$ cat src/rtl/mavg_pkg.sv
// Shared types and helpers for the multi-channel moving-average filter.
// Latency: n/a (package only).
// Backpressure: n/a (package only).
package mavg_pkg;

  typedef enum logic {
    MODE_AVG = 1'b0,
    MODE_SUM = 1'b1
  } mode_e;

  // A window of 2**depth_log2 samples of w bits sums to at most
  // (2**depth_log2)*(2**w-1), which fits exactly in w+depth_log2 bits.
  function automatic int sum_width(input int w, input int depth_log2);
    return w + depth_log2;
  endfunction

endpackage

$ cat src/rtl/mavg_channel.sv
// One channel of the moving-average filter: delay line, running sum, rounded mean.
// Latency: sum/avg reflect an accepted sample one cycle after the accepting edge.
// Backpressure: none; a sample is taken on every in_valid edge unless clear is high.
// Ports: clk, rst_n (async, active-high), clear, in_valid, in_sample [W],
//        sum_o [SW] raw window sum, avg_o [SW] rounded mean zero-extended.
module mavg_channel
  import mavg_pkg::*;
#(
  parameter int W          = 2,
  parameter int DEPTH_LOG2 = 2,
  localparam int SW        = sum_width(W, DEPTH_LOG2)
) (
  input  logic          clk,
  input  logic          rst_n,
  input  logic          clear,
  input  logic          in_valid,
  input  logic [W-1:0]  in_sample,
  output logic [SW-1:0] sum_o,
  output logic [SW-1:0] avg_o
);

  localparam int DEPTH = 1 << DEPTH_LOG2;
  localparam logic [SW-1:0] HALF = SW'(1) << (DEPTH_LOG2 - 1);

  logic [W-1:0]  taps_q [DEPTH];
  logic [W-1:0]  taps_d [DEPTH];
  logic [SW-1:0] sum_q;
  logic [SW-1:0] sum_d;
  logic [SW-1:0] rnd;

  always_comb begin
    taps_d = taps_q;
    sum_d  = sum_q;
    if (clear) begin
      for (int i = 0; i < DEPTH; i++) taps_d[i] = '0;
      sum_d = '0;
    end else if (in_valid) begin
      // The oldest tap is always part of sum_q, so the subtraction never underflows.
      sum_d = sum_q + SW'(in_sample) - SW'(taps_q[DEPTH-1]);
      for (int i = DEPTH - 1; i > 0; i--) taps_d[i] = taps_q[i-1];
      taps_d[0] = in_sample;
    end
  end

  always_ff @(posedge clk or posedge rst_n) begin
    if (rst_n) begin
      for (int i = 0; i < DEPTH; i++) taps_q[i] <= '0;
      sum_q <= '0;
    end else begin
      taps_q <= taps_d;
      sum_q  <= sum_d;
    end
  end

  // sum + DEPTH/2 peaks at DEPTH*2**W - DEPTH/2, still inside SW bits.
  assign rnd   = sum_q + HALF;
  assign sum_o = sum_q;
  assign avg_o = rnd >> DEPTH_LOG2;

endmodule

$ cat src/rtl/moving_avg_multich.sv
// CH-channel moving-average filter over a 2**DEPTH_LOG2 window, raw sum or rounded mean.
// Latency: out_valid and out_data reflect an accepted sample one cycle after acceptance.
// Backpressure: none; in_valid is always accepted unless clear is high.
// Ports: clk, rst_n (async, active-high), clear, in_valid, in_data [CH*W],
//        mode (0 avg / 1 sum), out_en (gate), out_valid, out_full, out_data [CH*SW].
module moving_avg_multich
  import mavg_pkg::*;
#(
  parameter int CH         = 3,
  parameter int W          = 2,
  parameter int DEPTH_LOG2 = 2,
  localparam int SW        = sum_width(W, DEPTH_LOG2)
) (
  input  logic             clk,
  input  logic             rst_n,
  input  logic             clear,
  input  logic             in_valid,
  input  logic [CH*W-1:0]  in_data,
  input  logic             mode,
  input  logic             out_en,
  output logic             out_valid,
  output logic             out_full,
  output logic [CH*SW-1:0] out_data
);

  localparam int CW = DEPTH_LOG2 + 1;
  localparam logic [CW-1:0] DEPTH_CNT = CW'(1 << DEPTH_LOG2);

  logic [CW-1:0] count_q;
  logic [CW-1:0] count_d;
  logic          out_valid_q;
  logic          out_valid_d;

  always_comb begin
    count_d     = count_q;
    out_valid_d = 1'b0;
    if (clear) begin
      count_d = '0;
    end else if (in_valid) begin
      out_valid_d = 1'b1;
      if (count_q != DEPTH_CNT) count_d = count_q + CW'(1);
    end
  end

  always_ff @(posedge clk or posedge rst_n) begin
    if (rst_n) begin
      count_q     <= '0;
      out_valid_q <= 1'b0;
    end else begin
      count_q     <= count_d;
      out_valid_q <= out_valid_d;
    end
  end

  assign out_valid = out_valid_q;
  assign out_full  = (count_q == DEPTH_CNT);

  for (genvar c = 0; c < CH; c++) begin : g_ch
    logic [SW-1:0] ch_sum;
    logic [SW-1:0] ch_avg;

    mavg_channel #(
      .W          (W),
      .DEPTH_LOG2 (DEPTH_LOG2)
    ) u_ch (
      .clk       (clk),
      .rst_n     (rst_n),
      .clear     (clear),
      .in_valid  (in_valid),
      .in_sample (in_data[c*W +: W]),
      .sum_o     (ch_sum),
      .avg_o     (ch_avg)
    );

    // Mode and gate act combinationally so a change shows in the same cycle.
    assign out_data[c*SW +: SW] = !out_en                      ? '0     :
                                  (mode_e'(mode) == MODE_SUM)  ? ch_sum : ch_avg;
  end

endmodule

$ cat config.mk
export PLATFORM = sky130hd
export DESIGN_NAME = moving_avg_multich
export DESIGN_NICKNAME = d
export VERILOG_FILES = /design/src/rtl/mavg_pkg.sv /design/src/rtl/mavg_channel.sv /design/src/rtl/moving_avg_multich.sv
export SDC_FILE = /design/constraint.sdc
export NUM_CORES = 1
export LEC_CHECK = 0
export CORE_AREA = 2 2 72 102
export CTS_BUF_LIST = sky130_fd_sc_hd__clkbuf_4 sky130_fd_sc_hd__clkbuf_8 sky130_fd_sc_hd__clkbuf_16
export DETAILED_ROUTE_END_ITERATION = 6
export DIE_AREA = 0 0 74 104
export PLACE_DENSITY = 0.65
export SYNTH_ARGS = -nofsm -noshare
export SYNTH_HDL_FRONTEND = slang
export SYNTH_SLANG_ARGS = --single-unit
$ cat constraint.sdc
create_clock -name clk -period 2.5 [get_ports clk]
set_input_delay 0.625 -clock clk [delete_from_list [all_inputs] [get_ports clk]]
set_output_delay 0.625 -clock clk [all_outputs]
set_load 0.005 [all_outputs]
==> flow_summary_export.csv, run 1 <==
group,metric,value,unit
floorplan,pin_count,26,
finish,largest_register_ffs,24,
worst_setup_path,critPathKind,"in2reg",
sta,clock_skew,11.8,ps
yosys,mux_area_share,16.6,%
finish,buffers_excl_clock,41,
detailed_routing,met1_length,1870,um
worst_setup_path,r2r_start,"g_ch[1].u_ch.sum_o[1]",
yosys,ys_cells,230,
yosys,syn_area_per_cell,10.3,um2
clocking,post-cts-setup-buffers,1,
sta,finalCriticalPeriod,2400,ps
detailed_routing,wl_met2,2010,um
clocking,ctsHoldBuffers,0,
global_routing,grt_max_degree,41,
yosys,synth.distinct_cells,24,
clocking,cts_buffers,5,
worst_setup_path,path_cells,"clkdlybuf4s15_1 > inv_2 > fa_1 > inv_2 > ha_1 > a21o_1 > a21oi_2 > mux2i_1 > mux2_1",
sta,holdWs,524,ps
worst_setup_path,critPathCaptureType,"flop",
worst_setup_path,cpMostUsedCell,"inv_2",
sta,setup-tns-final,0,ps
worst_setup_path,critPathLaunchType,"input port",
clocking,clock-sinks,40,
detailed_routing,route.detailed.drc,0,
detailed_routing,route.met3.wl,98,um
finish,comb-cell-share,41.2,%
flow_run,warnings,27,
run_status,status,"finished clean",
min_path,min_path_cells,2,
pwr,vdd_drop_max,0.211,mV
global_routing,antenna_found_initial,0,
min_path,min_to,"g_ch[1].u_ch.taps_q[4]",
finish,biggestCellCategory,"multi-input combinational cells",
yosys,logic_family,"multiplexers",
yosys,async_flop_share,100,%
floorplan,taps,95,
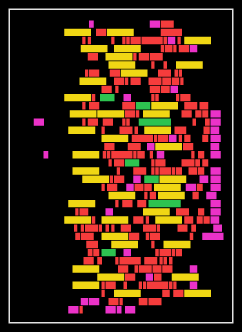
run_1/placement_by_type.png
Scale: 3 px per um.
legend:
  clock drivers and dummy loads:
    colour: green
    cells: 7
    share_of_their_area: 4.6%
  remaining buffers and delay cells:
    colour: magenta
    cells: 41
    share_of_their_area: 13%
  sequential cells:
    colour: yellow
    cells: 40
    share_of_their_area: 36%
  combinational and other logic:
    colour: red
    cells: 178
    share_of_their_area: 47%

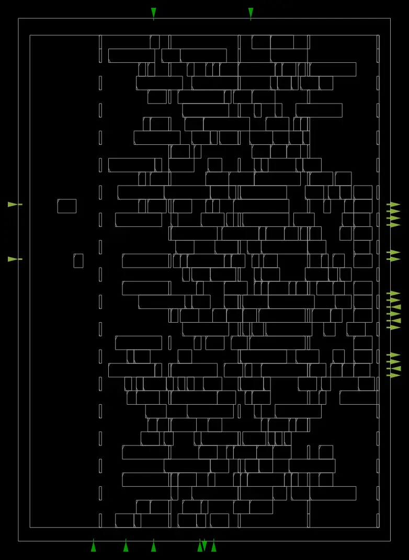
run_1/placement.png
seq_cells: 40
row cnt: 36

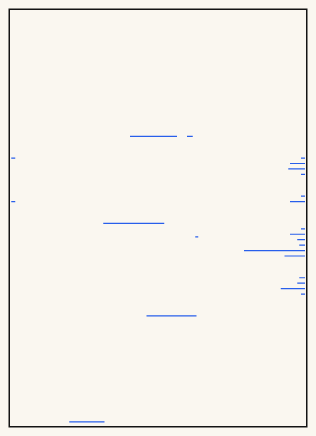
run_1/layer_met3.png
Scale: 4 px per um.
share of all routed wire: 2.4%
nets with wire on the layer: 20
final wirelength: 4070 um
GR Layer Usage met3: 2.13%
vias: 1598

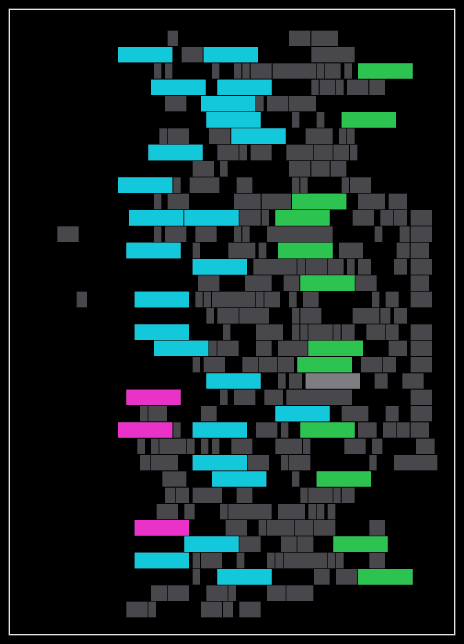
run_1/flops_by_reg.png
Scale: 6 px per um. Other sequential cells in the stronger grey, the rest of the logic in the fainter grey.
legend:
  g_ch.u_ch.taps_q:
    colour: cyan
    placed_flops: 24
  count_q:
    colour: magenta
    placed_flops: 3
  g_ch.u_ch.sum_o:
    colour: green
    placed_flops: 12
not coloured: 1
Post-Route Utilization: 42.8%
Seq/total area: 34.4%
sequential cell area: 1000 um2

run_1/wires.png
Scale: 4 px per um. Two of the layers only.
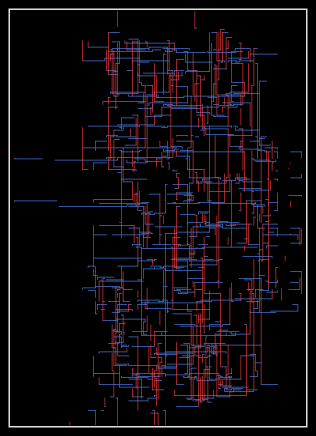

## Run 2: what changed since run 1
--- a/config.mk
+++ b/config.mk
@@ -5,11 +5,12 @@
 export SDC_FILE = /design/constraint.sdc
 export NUM_CORES = 1
 export LEC_CHECK = 0
-export CORE_AREA = 2 2 72 102
+export CORE_AREA = 2 2 74 104
 export CTS_BUF_LIST = sky130_fd_sc_hd__clkbuf_4 sky130_fd_sc_hd__clkbuf_8 sky130_fd_sc_hd__clkbuf_16
 export DETAILED_ROUTE_END_ITERATION = 6
-export DIE_AREA = 0 0 74 104
+export DIE_AREA = 0 0 76 106
 export PLACE_DENSITY = 0.65
 export SYNTH_ARGS = -nofsm -noshare
 export SYNTH_HDL_FRONTEND = slang
+export SYNTH_HIERARCHICAL = 1
 export SYNTH_SLANG_ARGS = --single-unit
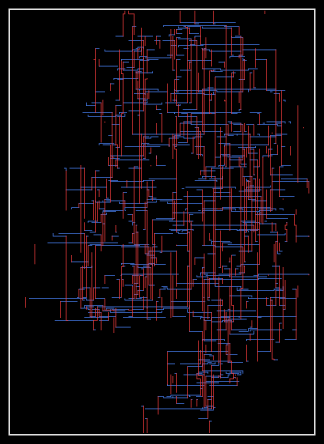
run_2/wires.png
Scale: 4 px per um. Two of the layers only.
legend:
  metal 1:
    colour: blue
    wire_length: 1890 um
  metal 2:
    colour: red
    wire_length: 2370 um
vias: 1682
final wirelength: 4480 um
All-Layer GR Usage: 12.6%
routed length per instance: 11.7 um

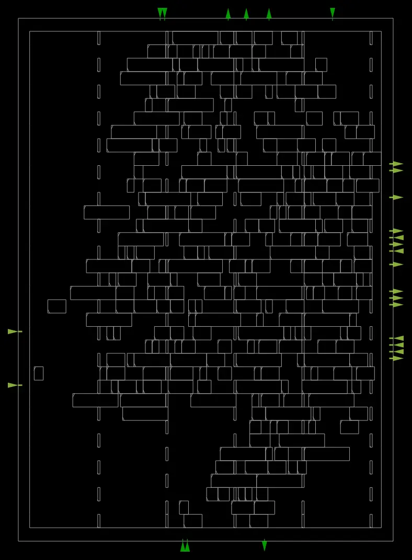
run_2/placement.png
Tap Cells: 97
Post-Route Utilization: 42.7%
Filler Cells Inserted: 712
Cell Count, Final, Fillers Out: 383
row cnt: 37

==> run 2 against run 1 <==
Net effect:
- clock-buffer cell count did not move
- worst hold slack barely moved
- largest power group unchanged
- final cell count rose by 6.1%
- via count rose by 5.3%
- worst setup slack improved by 15 ps
- clock power fell by 15%
- combinational power rose by 8.7%
==> flow_summary_export.csv, run 2 <==
group,metric,value,unit
yosys,ys_cells,245,
clocking,ctsHoldBuffers,0,
detailed_routing,route.met3.wl,144,um
detailed_routing,wl_met2,2370,um
finish,final-seq-area,1000,um2
worst_setup_path,path_cells,"buf_4 > ha_1 > mux2i_1 > nor2b_1 > clkdlybuf4s50_1",
sta,finalCriticalPeriod,2380,ps
worst_setup_path,critPathLaunchType,"flop",
global_routing,antenna_found_initial,0,
global_routing,grt_use_met3,2.55,%
worst_setup_path,r2r_start,"g_ch[2].u_ch/sum_o[1]",
detailed_routing,met1_length,1890,um
finish,flop-count,40,
yosys,synth.distinct_cells,26,
clocking,clock-sinks,40,
flow_run,warnings,27,
sta,setup-tns-final,0,ps
finish,largest_register_ffs,24,
clocking,cts_buffers,5,
yosys,syn_area_per_cell,10.3,um2
run_status,status,"finished clean",
finish,comb-cell-share,42.8,%
detailed_routing,route.detailed.drc,0,
yosys,async_flop_share,100,%
global_routing,grt_max_degree,20,
yosys,logic_family,"multiplexers",
pwr,vdd_drop_max,0.188,mV
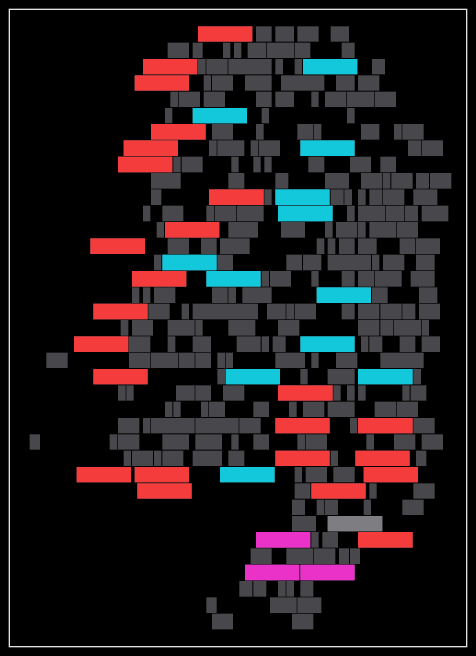
run_2/flops_by_reg.png
Scale: 6 px per um. Other sequential cells in the stronger grey, the rest of the logic in the fainter grey.
P_seq: 0.725 mW
Seq/total area: 32.7%

Power and IR drop assume default switching activity.
